Figure 1. Pin map.
Pins as bars across the die edge, other pins in grey.
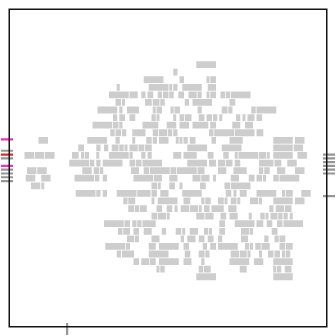
Figure 2. Routed metal, one colour a layer.
Bar = 20 um.
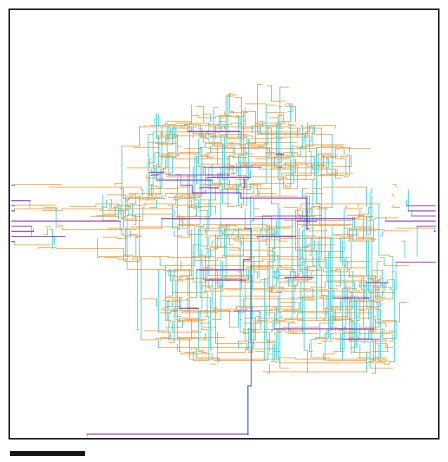
Figure 3. Where the registers sit.
Other sequential cells in the stronger grey, the rest of the logic in the fainter grey.
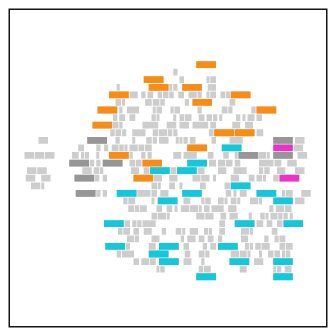
Figure 4. Clock network drawn from the DEF.
Bar = 20 um.
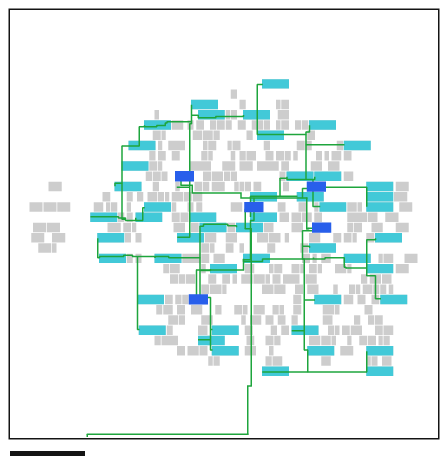
<file path="config.mk">
export PLATFORM = sky130hd
export DESIGN_NAME = i2c_bus_scheduler
export DESIGN_NICKNAME = d
export VERILOG_FILES = /design/src/rtl/i2c_bus_scheduler_pkg.sv /design/src/rtl/i2c_bus_scheduler_rr_next_sel.sv /design/src/rtl/i2c_bus_scheduler.sv
export SDC_FILE = /design/constraint.sdc
export NUM_CORES = 1
export LEC_CHECK = 0
export CORE_MARGIN = 5
export CORE_UTILIZATION = 25
export CTS_BUF_LIST = sky130_fd_sc_hd__clkbuf_8
export DETAILED_ROUTE_END_ITERATION = 6
export GPL_ROUTABILITY_DRIVEN = 0
export SLEW_MARGIN = 20
export SYNTH_ARGS = -nofsm -noshare
export SYNTH_HDL_FRONTEND = slang
export SYNTH_SLANG_ARGS = --single-unit
</file>
<file path="constraint.sdc">
create_clock -name clk -period 3.67 [get_ports clk]
set_input_delay 0.5505 -clock clk [delete_from_list [all_inputs] [get_ports clk]]
set_output_delay 0.5505 -clock clk [all_outputs]
set_load 0.01 [all_outputs]
</file>
<file path="src/rtl/i2c_bus_scheduler_pkg.sv">
// Shared types and constants for the I2C bus scheduler: FSM state encoding,
// default cycle counts at 50 MHz, and a counter-width helper.
package i2c_bus_scheduler_pkg;

  typedef enum logic [0:0] {
    ST_GAP    = 1'b0,
    ST_ACTIVE = 1'b1
  } sched_state_e;

  localparam int DEF_N_CLIENTS      = 2;
  localparam int DEF_GAP_CYCLES     = 50_000;     // 1 ms bus-idle gap
  localparam int DEF_TIMEOUT_CYCLES = 2_500_000;  // 50 ms forced release

  // Width needed to count 0..n-1; never zero so a GAP of 1 still gets a register.
  function automatic int cnt_width(input int n);
    return (n > 1) ? $clog2(n) : 1;
  endfunction

endpackage

</file>
<file path="src/rtl/i2c_bus_scheduler_rr_next_sel.sv">
// Combinational round-robin picker: first eligible client after last_idx,
// wrapping around, with last_idx itself considered last.
module rr_next_sel #(
  parameter int N_CLIENTS = 2,
  parameter int IDX_W     = $clog2(N_CLIENTS)
) (
  input  logic [N_CLIENTS-1:0] mask,
  input  logic [IDX_W-1:0]     last_idx,
  output logic [IDX_W-1:0]     next_idx,
  output logic                 found
);

  logic [IDX_W-1:0] cand;

  // Scan offsets from farthest to nearest so the nearest eligible client wins.
  always_comb begin
    next_idx = '0;
    found    = 1'b0;
    cand     = '0;
    for (int k = N_CLIENTS; k >= 1; k--) begin
      cand = IDX_W'((int'(last_idx) + k) % N_CLIENTS);
      if (mask[cand]) begin
        next_idx = cand;
        found    = 1'b1;
      end
    end
  end

endmodule

</file>
<file path="src/rtl/i2c_bus_scheduler.sv">
// Shares one I2C SCL pin between several sensor masters. Each master is
// released in turn for one slot; the slot closes on the master's valid pulse
// or on timeout, and a fixed idle gap separates consecutive slots.
//
//   state     | meaning
//   ST_GAP    | bus idle, all masters held in reset, counting the idle gap
//   ST_ACTIVE | one master enabled and driving SCL until valid or timeout
module i2c_bus_scheduler
  import i2c_bus_scheduler_pkg::*;
#(
  parameter int   N_CLIENTS      = DEF_N_CLIENTS,
  parameter int   GAP_CYCLES     = DEF_GAP_CYCLES,
  parameter int   TIMEOUT_CYCLES = DEF_TIMEOUT_CYCLES,
  localparam int  IDX_W          = $clog2(N_CLIENTS)
) (
  input  logic                 clk,
  input  logic                 reset,
  input  logic [N_CLIENTS-1:0] client_mask,
  input  logic [N_CLIENTS-1:0] client_sclk,
  input  logic [N_CLIENTS-1:0] client_valid,
  output logic [N_CLIENTS-1:0] client_en,
  output logic                 I2C_SCLK,
  output logic [IDX_W-1:0]     grant_idx,
  output logic                 busy,
  output logic [N_CLIENTS-1:0] sample_strobe,
  output logic [N_CLIENTS-1:0] timeout_pulse
);

  localparam int GW = cnt_width(GAP_CYCLES);
  localparam int TW = cnt_width(TIMEOUT_CYCLES);
  localparam logic [GW-1:0] GAP_LAST  = GW'(GAP_CYCLES - 1);
  localparam logic [TW-1:0] SLOT_LAST = TW'(TIMEOUT_CYCLES - 1);

  sched_state_e         state_q;
  logic [GW-1:0]        gap_cnt_q;
  logic [TW-1:0]        slot_cnt_q;
  logic [IDX_W-1:0]     last_idx_q;
  logic [IDX_W-1:0]     grant_idx_q;
  logic [N_CLIENTS-1:0] client_en_q;
  logic                 busy_q;
  logic [N_CLIENTS-1:0] sample_strobe_q;
  logic [N_CLIENTS-1:0] timeout_pulse_q;

  logic [IDX_W-1:0]     next_idx_d;
  logic                 found_d;

  rr_next_sel #(
    .N_CLIENTS (N_CLIENTS),
    .IDX_W     (IDX_W)
  ) u_rr_next_sel (
    .mask     (client_mask),
    .last_idx (last_idx_q),
    .next_idx (next_idx_d),
    .found    (found_d)
  );

  // Slot scheduler: idle gap, round-robin grant, close on valid or timeout.
  always_ff @(posedge clk) begin
    if (!reset) begin
      state_q         <= ST_GAP;
      gap_cnt_q       <= '0;
      slot_cnt_q      <= '0;
      last_idx_q      <= IDX_W'(N_CLIENTS - 1);
      grant_idx_q     <= '0;
      client_en_q     <= '0;
      busy_q          <= 1'b0;
      sample_strobe_q <= '0;
      timeout_pulse_q <= '0;
    end else begin
      sample_strobe_q <= '0;
      timeout_pulse_q <= '0;
      case (state_q)
        ST_GAP: begin
          client_en_q <= '0;
          busy_q      <= 1'b0;
          if (gap_cnt_q == GAP_LAST) begin
            // An empty mask restarts the gap so the mask is re-read one gap later.
            gap_cnt_q <= '0;
            if (found_d) begin
              grant_idx_q <= next_idx_d;
              last_idx_q  <= next_idx_d;
              client_en_q <= N_CLIENTS'(1) << next_idx_d;
              busy_q      <= 1'b1;
              slot_cnt_q  <= '0;
              state_q     <= ST_ACTIVE;
            end
          end else begin
            gap_cnt_q <= gap_cnt_q + GW'(1);
          end
        end
        ST_ACTIVE: begin
          // Valid takes priority over a coincident timeout.
          if (client_valid[grant_idx_q]) begin
            sample_strobe_q[grant_idx_q] <= 1'b1;
            client_en_q <= '0;
            busy_q      <= 1'b0;
            gap_cnt_q   <= '0;
            state_q     <= ST_GAP;
          end else if (slot_cnt_q == SLOT_LAST) begin
            timeout_pulse_q[grant_idx_q] <= 1'b1;
            client_en_q <= '0;
            busy_q      <= 1'b0;
            gap_cnt_q   <= '0;
            state_q     <= ST_GAP;
          end else begin
            slot_cnt_q <= slot_cnt_q + TW'(1);
          end
        end
        default: begin
          client_en_q <= '0;
          busy_q      <= 1'b0;
          gap_cnt_q   <= '0;
          state_q     <= ST_GAP;
        end
      endcase
    end
  end

  // SCL follows the granted master only while a slot is open; idle level is high.
  always_comb begin
    I2C_SCLK = busy_q ? client_sclk[grant_idx_q] : 1'b1;
  end

  assign client_en     = client_en_q;
  assign grant_idx     = grant_idx_q;
  assign busy          = busy_q;
  assign sample_strobe = sample_strobe_q;
  assign timeout_pulse = timeout_pulse_q;

endmodule

</file>
==> GITHUB_STEP_SUMMARY <==
### Flow metrics

| Metric | Value |
|---|---|
| Result of the run | `finished, final reports clean` |
| Yosys top cell by area | `dfxtp_1` |
| Register containing the most flip-flops in the final layout | `slot_cnt_q` |
| Core region area | `0.01037 sq mm` |
| Area of all sequential standard cells | `960.9 sq um` |
| Root Driver | `clkbuf_8` |
| Dominant class by area | `logic gates` |
| Class of the tightest hold or removal check | `register to register` |
| Post-synthesis share of cell area spent on and-or and or-and gates | `0.2279` |
| Biggest power consumer among the groups | `sequential cells` |
| Post-cts gate resize count | `0` |
| Fin Hold WS | `0.4764 ns` |
| Sequential-cell power consumption | `526 uW` |
| Std-Cell Rows | `37` |
| Final cell count without fillers | `471` |
| Portion of total power attributed to sequential cells | `0.595` |
| DRT Wirelength | `7203 um` |
| Yosys warning count | `0` |
| Destination of the critical timing path | `slot_cnt_q[11]` |
| Total Negative Setup Slacks | `0 ns` |
| Cell count after synthesis | `approximately 330` |
| P_sw | `199.6 uW` |
| Count of maximum capacitance violations | `0` |
| Number of DRC violations after detailed-routing iteration 0 | `274` |
| Total die size | `0.01286 sq mm` |
| WL met2 | `a little over 3000 um` |
| First-pass GRT wire length | `12170 um` |
| Async S/R FF share, synth | `0` |
| Log Warnings | `26` |
| Pre-CTS setup slack | `0.9772 ns` |
| Layout Area Growth over Synthesis | `12.68%` |
| Floorplan Utilization | `0.2578` |
| Count of final setup violators | `0` |
| Worst-case vdd ir drop | `0.0001248 V` |
| Most common cell in the netlist | `dfxtp_1` |
| Standard cell area after detailed placement | `0.002923 sq mm` |
| Post-synth seq share | `0.3594` |
| Vias in the first global route | `2423` |
| Final Hold Violating Endpoints | `0` |
| Post-synthesis instance area | `0.002674 sq mm` |
| Cts hold-fix bufs | `0` |
| Static power due to leakage | `just under 0.0009 uW` |
| Critical path startpoint | `client_valid[1]` |
| Total count of max-transition violations in the final report | `0` |
| End of the worst register-to-register path | `slot_cnt_q[11]` |
| M1 WL | `3629 um` |
| Overall power | `a little under 900 uW` |
| Fraction of final layout cells sized beyond drive strength 1 | `0.05672` |
| Wirelength per Cell | `15.29 um` |
| Summed standard-cell area reported by yosys | `0.002674 sq mm` |
| Yosys stat cell total | `332` |
| Remaining antenna violation count | `0` |
| Commonest non-fill, non-tap cells in the layout | `dfxtp_1, nand2_1, nand3_1` |
| Worst setup path class | `input pin to register` |
| Nature of the critical path startpoint | `input pin` |
| Most used DFF post-synth | `dfxtp_1` |
| Max-Slew Margin vs Limit | `0.4837` |
About Figure 1:
legend:
  magenta:
    port: client_en
    pins: 2
    direction: output
    edge: west
  red:
    port: grant_idx
    pins: 1
    direction: output
    edge: west
all pins by edge: 9 west, 7 east, 1 south
Die Width: 113.4 um
die y size: 113.4 um

About Figure 2:
legend:
  blue:
    layer: metal 4
    wire_length: 63.5 um
  purple:
    layer: metal 3
    wire_length: 453 um
  cyan:
    layer: metal 2
    wire_length: 3060 um
  orange:
    layer: metal 1
    wire_length: 3630 um
global routing usage summed across all routing layers: 0.1148
Vias: 2640

About Figure 3:
legend:
  cyan:
    signal: slot_cnt_q
    flops: 22
  magenta:
    signal: sample_strobe
    flops: 2
  orange:
    signal: gap_cnt_q
    flops: 16
not coloured: 8

About Figure 4:
legend:
  blue:
    item: clock drivers
    count: 5
  green:
    item: clock wires
    length: 697 um
  cyan:
    item: flip-flops
    count: 48
routed clock nets: 6

Power and IR drop assume default switching activity.
